<file path="src/rtl/simmem_mock_mem_ctrl.sv">
// ---------------------------------------------------------------------------
// simmem_mock_mem_ctrl
//
// Synthesisable stand-in for a memory controller. Accepts write and read
// requests, holds them in one circular queue per channel and answers them in
// request order after a fixed latency: a single write response per write,
// a burst of read beats per read. The two channels share nothing but the
// clock and reset.
//
// Ports
//   clk_i, rst_ni          clock, asynchronous active-low reset
//   wreq_id_i              write request ID
//   wreq_valid_i/ready_o   write request handshake
//   rreq_id_i              read request ID
//   rreq_burst_len_i       read beat count (0 is treated as 1)
//   rreq_valid_i/ready_o   read request handshake
//   wresp_id_o             write response ID (0 while not valid)
//   wresp_valid_o/ready_i  write response handshake
//   rdata_id_o             read-data ID (0 while not valid)
//   rdata_data_o           {zero padding, id, beat index}
//   rdata_last_o           final beat of the burst
//   rdata_valid_o/ready_i  read-data handshake
// ---------------------------------------------------------------------------
module simmem_mock_mem_ctrl #(
    parameter int IdWidth      = 4,
    parameter int DataWidth    = 32,
    parameter int MaxBurstLenW = 3,
    parameter int QueueDepth   = 4,
    parameter int WLatency     = 8,
    parameter int RLatency     = 12
) (
    input  logic                    clk_i,
    input  logic                    rst_ni,
    input  logic [IdWidth-1:0]      wreq_id_i,
    input  logic                    wreq_valid_i,
    output logic                    wreq_ready_o,
    input  logic [IdWidth-1:0]      rreq_id_i,
    input  logic [MaxBurstLenW:0]   rreq_burst_len_i,
    input  logic                    rreq_valid_i,
    output logic                    rreq_ready_o,
    output logic [IdWidth-1:0]      wresp_id_o,
    output logic                    wresp_valid_o,
    input  logic                    wresp_ready_i,
    output logic [IdWidth-1:0]      rdata_id_o,
    output logic [DataWidth-1:0]    rdata_data_o,
    output logic                    rdata_last_o,
    output logic                    rdata_valid_o,
    input  logic                    rdata_ready_i
);

    localparam int PtrW  = $clog2(QueueDepth);
    localparam int LenW  = MaxBurstLenW + 1;
    localparam int WAgeW = $clog2(WLatency + 1);
    localparam int RAgeW = $clog2(RLatency + 1);

    localparam logic [WAgeW-1:0] WLAT    = WAgeW'(WLatency);
    localparam logic [RAgeW-1:0] RLAT    = RAgeW'(RLatency);
    localparam logic [PtrW:0]    FULL_XOR = {1'b1, {PtrW{1'b0}}};
    localparam logic [PtrW:0]    PTR_ONE  = (PtrW+1)'(1);

    // =======================================================================
    // Write channel
    // =======================================================================
    logic [PtrW:0]         w_wr_ptr_q, w_wr_ptr_d;
    logic [PtrW:0]         w_rd_ptr_q, w_rd_ptr_d;
    logic [IdWidth-1:0]    w_id_q  [QueueDepth];
    logic [IdWidth-1:0]    w_id_d  [QueueDepth];
    logic [WAgeW-1:0]      w_age_q [QueueDepth];
    logic [WAgeW-1:0]      w_age_d [QueueDepth];
    logic [QueueDepth-1:0] w_slot_sel;
    logic                  w_full, w_empty, w_push, w_pop;
    logic [PtrW-1:0]       w_head;

    assign w_full  = ((w_wr_ptr_q ^ w_rd_ptr_q) == FULL_XOR);
    assign w_empty = (w_wr_ptr_q == w_rd_ptr_q);
    assign w_head  = w_rd_ptr_q[PtrW-1:0];

    assign wreq_ready_o  = ~w_full;
    // Ages saturate at the latency, so equality is the ">= latency" test.
    assign wresp_valid_o = ~w_empty & (w_age_q[w_head] == WLAT);
    assign wresp_id_o    = wresp_valid_o ? w_id_q[w_head] : '0;

    assign w_push = wreq_valid_i & ~w_full;
    assign w_pop  = wresp_valid_o & wresp_ready_i;

    for (genvar gi = 0; gi < QueueDepth; gi++) begin : gen_w_sel
        assign w_slot_sel[gi] = w_push & (w_wr_ptr_q[PtrW-1:0] == PtrW'(gi));
    end

    // The handshake cycle itself counts as age 0, so the slot holds 1 in the
    // first cycle after the push; the response is then valid exactly
    // WLatency cycles after the handshake cycle.
    always_comb begin
        w_wr_ptr_d = w_push ? w_wr_ptr_q + PTR_ONE : w_wr_ptr_q;
        w_rd_ptr_d = w_pop  ? w_rd_ptr_q + PTR_ONE : w_rd_ptr_q;
        for (int i = 0; i < QueueDepth; i++) begin
            w_id_d[i]  = w_id_q[i];
            w_age_d[i] = w_age_q[i];
            if (w_slot_sel[i]) begin
                w_id_d[i]  = wreq_id_i;
                w_age_d[i] = WAgeW'(1);
            end else if (w_age_q[i] != WLAT) begin
                w_age_d[i] = w_age_q[i] + WAgeW'(1);
            end
        end
    end

    always_ff @(posedge clk_i or negedge rst_ni) begin
        if (!rst_ni) begin
            w_wr_ptr_q <= '0;
            w_rd_ptr_q <= '0;
            for (int i = 0; i < QueueDepth; i++) begin
                w_id_q[i]  <= '0;
                w_age_q[i] <= '0;
            end
        end else begin
            w_wr_ptr_q <= w_wr_ptr_d;
            w_rd_ptr_q <= w_rd_ptr_d;
            for (int i = 0; i < QueueDepth; i++) begin
                w_id_q[i]  <= w_id_d[i];
                w_age_q[i] <= w_age_d[i];
            end
        end
    end

    // =======================================================================
    // Read channel
    // =======================================================================
    logic [PtrW:0]         r_wr_ptr_q, r_wr_ptr_d;
    logic [PtrW:0]         r_rd_ptr_q, r_rd_ptr_d;
    logic [IdWidth-1:0]    r_id_q  [QueueDepth];
    logic [IdWidth-1:0]    r_id_d  [QueueDepth];
    logic [LenW-1:0]       r_len_q [QueueDepth];
    logic [LenW-1:0]       r_len_d [QueueDepth];
    logic [RAgeW-1:0]      r_age_q [QueueDepth];
    logic [RAgeW-1:0]      r_age_d [QueueDepth];
    logic [QueueDepth-1:0] r_slot_sel;
    logic [LenW-1:0]       beat_q, beat_d;
    logic [LenW-1:0]       r_last_idx;
    logic                  r_full, r_empty, r_push, r_hs, r_pop;
    logic [PtrW-1:0]       r_head;

    assign r_full  = ((r_wr_ptr_q ^ r_rd_ptr_q) == FULL_XOR);
    assign r_empty = (r_wr_ptr_q == r_rd_ptr_q);
    assign r_head  = r_rd_ptr_q[PtrW-1:0];

    // A zero length behaves as a single-beat burst.
    assign r_last_idx = (r_len_q[r_head] == '0) ? '0 : r_len_q[r_head] - LenW'(1);

    assign rreq_ready_o  = ~r_full;
    // Only the first beat waits for the age; the head stays eligible for the
    // rest of its burst, so later beats stream back-to-back.
    assign rdata_valid_o = ~r_empty & (r_age_q[r_head] == RLAT);
    assign rdata_id_o    = rdata_valid_o ? r_id_q[r_head] : '0;
    assign rdata_data_o  = rdata_valid_o ? DataWidth'({r_id_q[r_head], beat_q}) : '0;
    assign rdata_last_o  = rdata_valid_o & (beat_q == r_last_idx);

    assign r_push = rreq_valid_i & ~r_full;
    assign r_hs   = rdata_valid_o & rdata_ready_i;
    assign r_pop  = r_hs & rdata_last_o;

    for (genvar gi = 0; gi < QueueDepth; gi++) begin : gen_r_sel
        assign r_slot_sel[gi] = r_push & (r_wr_ptr_q[PtrW-1:0] == PtrW'(gi));
    end

    always_comb begin
        r_wr_ptr_d = r_push ? r_wr_ptr_q + PTR_ONE : r_wr_ptr_q;
        r_rd_ptr_d = r_pop  ? r_rd_ptr_q + PTR_ONE : r_rd_ptr_q;
        beat_d     = beat_q;
        if (r_pop) begin
            beat_d = '0;
        end else if (r_hs) begin
            beat_d = beat_q + LenW'(1);
        end
        for (int i = 0; i < QueueDepth; i++) begin
            r_id_d[i]  = r_id_q[i];
            r_len_d[i] = r_len_q[i];
            r_age_d[i] = r_age_q[i];
            if (r_slot_sel[i]) begin
                r_id_d[i]  = rreq_id_i;
                r_len_d[i] = rreq_burst_len_i;
                r_age_d[i] = RAgeW'(1);
            end else if (r_age_q[i] != RLAT) begin
                r_age_d[i] = r_age_q[i] + RAgeW'(1);
            end
        end
    end

    always_ff @(posedge clk_i or negedge rst_ni) begin
        if (!rst_ni) begin
            r_wr_ptr_q <= '0;
            r_rd_ptr_q <= '0;
            beat_q     <= '0;
            for (int i = 0; i < QueueDepth; i++) begin
                r_id_q[i]  <= '0;
                r_len_q[i] <= '0;
                r_age_q[i] <= '0;
            end
        end else begin
            r_wr_ptr_q <= r_wr_ptr_d;
            r_rd_ptr_q <= r_rd_ptr_d;
            beat_q     <= beat_d;
            for (int i = 0; i < QueueDepth; i++) begin
                r_id_q[i]  <= r_id_d[i];
                r_len_q[i] <= r_len_d[i];
                r_age_q[i] <= r_age_d[i];
            end
        end
    end

endmodule

</file>
<file path="config.mk">
export PLATFORM = sky130hd
export DESIGN_NAME = simmem_mock_mem_ctrl
export DESIGN_NICKNAME = d
export VERILOG_FILES = /design/src/rtl/simmem_mock_mem_ctrl.sv
export SDC_FILE = /design/constraint.sdc
export NUM_CORES = 1
export LEC_CHECK = 0
export ABC_AREA = 1
export CORE_ASPECT_RATIO = 1.1
export CORE_MARGIN = 2
export CORE_UTILIZATION = 61
export DETAILED_ROUTE_END_ITERATION = 8
export GPL_ROUTABILITY_DRIVEN = 1
export PLACE_DENSITY = 0.83
export SYNTH_ARGS = -nofsm -noshare
export SYNTH_HDL_FRONTEND = slang
export SYNTH_SLANG_ARGS = --single-unit
</file>
<file path="constraint.sdc">
create_clock -name clk_i -period 4.2 [get_ports clk_i]
set_input_delay 1.05 -clock clk_i [delete_from_list [all_inputs] [get_ports clk_i]]
set_output_delay 1.05 -clock clk_i [all_outputs]
set_load 0.02 [all_outputs]
</file>
==> run summary <==
Notes on the physical design

According to the timing report, the data required time at the worst endpoint equals 3150 ps. The final number of setup-violating endpoints is 0. For this run, the top clock speed supported by timing is 261 MHz. The number of warnings reported in the stage logs is 40. Of all flip-flops after synthesis, the portion carrying an async set or reset was 1.00.

The cell at the root of the clock tree is clkbuf_8. The number of antenna cells inserted is 0. The dominant cell by count in the synthesized netlist is nand2_1. Looking at the clock tree report, the maximum root-to-sink buffer count equals 2. Of the total synthesized cell area, the portion taken by AND-OR and OR-AND cells is 0.0949. The post-CTS setup buffer count is 0. The area fraction of the largest cell type after synthesis is 0.453.

The area of all placed cells without fillers is 5800 um^2. As reported, the later end of the worst-skew pair has a clock insertion delay of 370 ps. The type of element capturing the critical path is a primary output. The source of the worst register-to-register timing path is r_rd_ptr_q[1]$_DFFE_PN0P_. In the finished design, the share of the clock period the worst path needs comes to 0.912.

The count of unique library cells instantiated by Yosys is 27. The pin count of the biggest net entering global routing is 39. The main area contributors are dfrtp_1, nand2_1, o21ai_0.

Including well taps, the total number of placed cells is 786. The region available for standard cell placement spans 8410 um^2. The share of final-layout standard cells stronger than drive strength 1 is 0.0507.

The clock network fraction of design power is 0.152. The power dissipated by switching net loads is 1.64 mW. The startpoint kind of the worst setup timing path is a flip-flop. After synthesis, the design contains 658 cells according to Yosys. Once routing completed, OpenROAD measured the worst setup slack at 370 ps. After global routing the overflow that remains totals 0. For this run, the post-layout net count is 731. The detailed-route vias per instance is 5.14. The worst register-to-register path depth is 8. The total power after layout is 3.91 mW. The global-route wire length before repair is 18.0 mm. The synthesized netlist cell count is 658. In this run, the synthesized area fraction spent on and/or/nand/nor cells is recorded as 0.216. The number of buffers added by the clock tree synthesis step is 9. The die area is 9460 um^2. The relative slew slack is 0.523.

The share of the Yosys chip area taken by registers is 0.453. The remaining routing DRC violations is 0. TritonCTS built the clock tree. The data arrival time of the worst path is 2780 ps. The horizontal die size is 92.9 um. For reference, the most critical setup path is categorized as flip-flop to primary output. The power share of the sequential group is 0.432.

In this run the critical register-to-register path is captured at r_len_q[2]$_DFFE_PN0P_. The area figure in the yosys stat output is 5300 um^2. The run finished with clean final reports. The vias after detailed routing is 4126. Detailed placement ended at an HPWL of 7.40 mm. The end of the critical path is rdata_last_o. The classification of the worst-slack hold path is flip-flop to flip-flop.

Setup repair after global routing left no endpoint under its margin. For reference, the final report shows the max-slew violation count at 0. The mapped netlist covers 5300 um^2. The detailed router's first-iteration violation count is 298. The total power per unit cell area is 674 nW/um^2. The cell row count is 35.

The number of global-route vias before repair was 4170. For reference, the clock transition at the flip-flops on the worst setup and hold paths is 90 ps. The count of library flops with an enable pin is 0.
-- worst min-delay path by stage --
stage          cells past startpoint                 endpoint  slack (ps)                    start
6_report                           2  r_len_q[11]$_DFFE_PN0P_         490  r_len_q[11]$_DFFE_PN0P_
3_3_place_gp                       2    w_id_q[0]$_DFFE_PN0P_         460    w_id_q[0]$_DFFE_PN0P_
5_1_grt                            2  r_len_q[11]$_DFFE_PN0P_         520  r_len_q[11]$_DFFE_PN0P_
2_1_floorplan                      2    r_id_q[0]$_DFFE_PN0P_         450    r_id_q[0]$_DFFE_PN0P_
3_5_place_dp                       2   w_id_q[11]$_DFFE_PN0P_         470   w_id_q[11]$_DFFE_PN0P_
4_1_cts                            2   w_id_q[11]$_DFFE_PN0P_         490   w_id_q[11]$_DFFE_PN0P_
-- layer usage --
| metal | global-route usage | share of wire |
|---|---|---|
| met3 | 0.0372 | 0.042 |
| met5 | 0 | 0 |
| met1 | 0.293 | 0.44 |
| met4 | 0.107 | 0.017 |
| met2 | 0.420 | 0.50 |
-- worst max-delay path: stages, from the launching register on --
cell and delay (ps):
dfrtp_2 510, inv_1 280, nand3_1 110, nand2_1 150, nand2_2 90, inv_2 70, nand2_1 70, nand3_1 70
nand3_1 90, nor2_2 180, nand2_1 130, inv_1 70, clkdlybuf4s50_1 590
-- cell usage in the layout, fill, tap and decap left out, drive strengths merged, types with 3 or more instances in the layout --
master         count
nand2            167
clkbuf            11
conb              24
xnor2             13
o21ai             89
nand4             11
buf                4
a21oi             10
dfrtp             96
inv               90
ha                27
clkinv             3
xor2              15
nor2              50
clkdlybuf4s50     37
nand3             41
-- repair_timing --
| action | 4_1_cts | 5_1_grt |
|---|---|---|
| hold buffers | 0 | 0 |
| gates resized | 0 | 1 |
| endpoints found under the setup margin | 0 | 1 |
-- sequential cells by signal (all words and copies together) (netlist names) --
register / flops
r_id_q: 16
r_rd_ptr_q: 3
r_age_q: 16
w_age_q: 16
w_id_q: 16
w_wr_ptr_q: 3
r_len_q: 16
beat_q: 4
w_rd_ptr_q: 3
r_wr_ptr_q: 3
-- logic make-up (layout without fill, tap and decap cells) --
kind of cell             count (synthesis)  after routing
AND-OR/OR-AND                          100            100
XOR/XNOR                                28             28
adder cells (fa/ha/maj)                 27             27
buffers and inverters                  137            147
flip-flops                              96             96
other                                    1             24
AND/OR/NAND/NOR                        269            269
-- power groups by stage --
stage / Combinational (mW) / Sequential [mW] / Clock [mW]
after floorplan: 1.34 / 1.60 / 0
after global placement: 1.53 / 1.68 / 0
after detailed placement: 1.63 / 1.70 / 0
after CTS: 1.64 / 1.69 / 0.609
after global routing: 1.92 / 1.75 / 0.643
final: 1.63 / 1.69 / 0.593
-- layout make-up --
| type | count | area [um^2] |
|---|---|---|
| Clock buffer | 11 | 131 |
| Clock inverter | 5 | 56.3 |
| Fill cell | 710 | 2610 |
| Inverter | 90 | 342 |
| Multi-Input combinational cell | 448 | 2330 |
| Sequential cell | 96 | 2400 |
| Tap cell | 111 | 139 |
| Timing Repair Buffer | 41 | 400 |
Fig. 1: wiring by layer
The bar under the picture is 20 um long. Two of the layers only.
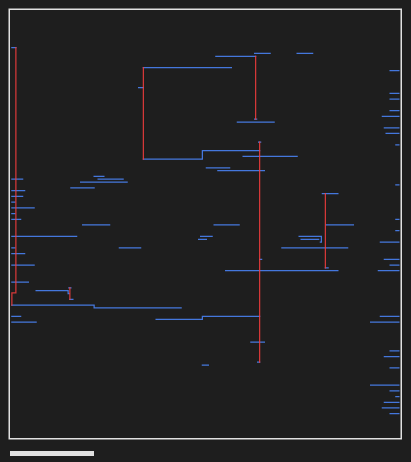
blue -> M3  # wire length 426 um
red -> M4  # wire length 172 um

Fig. 2: congestion heat map
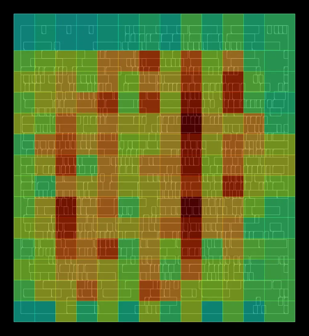
total routing resource utilization after global routing: 0.239
fraction of the core area covered by cells at the end of the flow: 0.690

Fig. 3: wiring heat map
The bar under the picture is 20 um long. The die is cut into 19 by 20 equal tiles; black is low, pale yellow is high, scaled to the fullest tile. Values are wire area over tile area, all layers added.
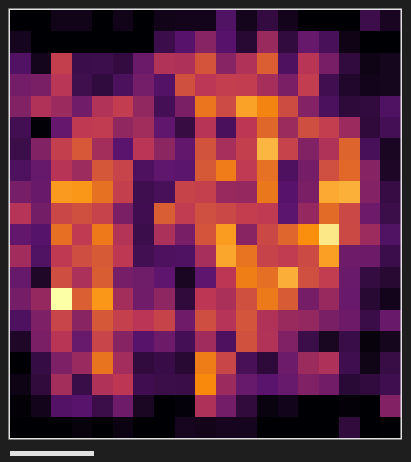
emptiest ninth of the die = bottom right
tiles over half the peak = 26%
nearly empty tiles = 10%
mean over tiles = 0.17
fullest tile = 0.52

Fig. 4: placement by cell class
The bar under the picture is 20 um long.
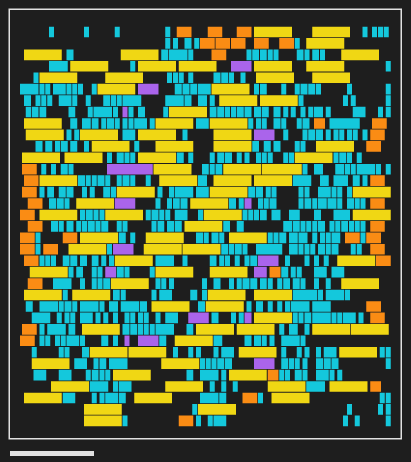
cyan -> remaining logic cells  # cells 538
purple -> clock drivers and dummy loads  # cells 16
orange -> remaining buffers and delay cells  # cells 41
yellow -> registers  # cells 96

Fig. 5: selected gate families
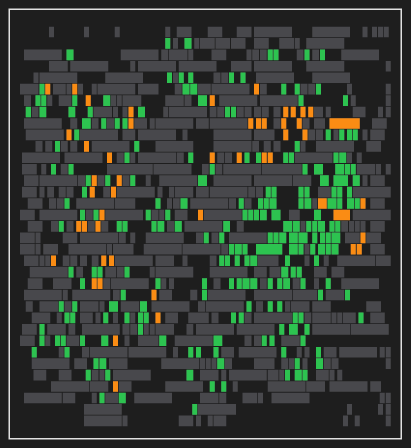
green -> nand cells  # cells 219, most used nand2_1
orange -> nor cells  # cells 50, most used nor2_1

Power and IR drop assume default switching activity.
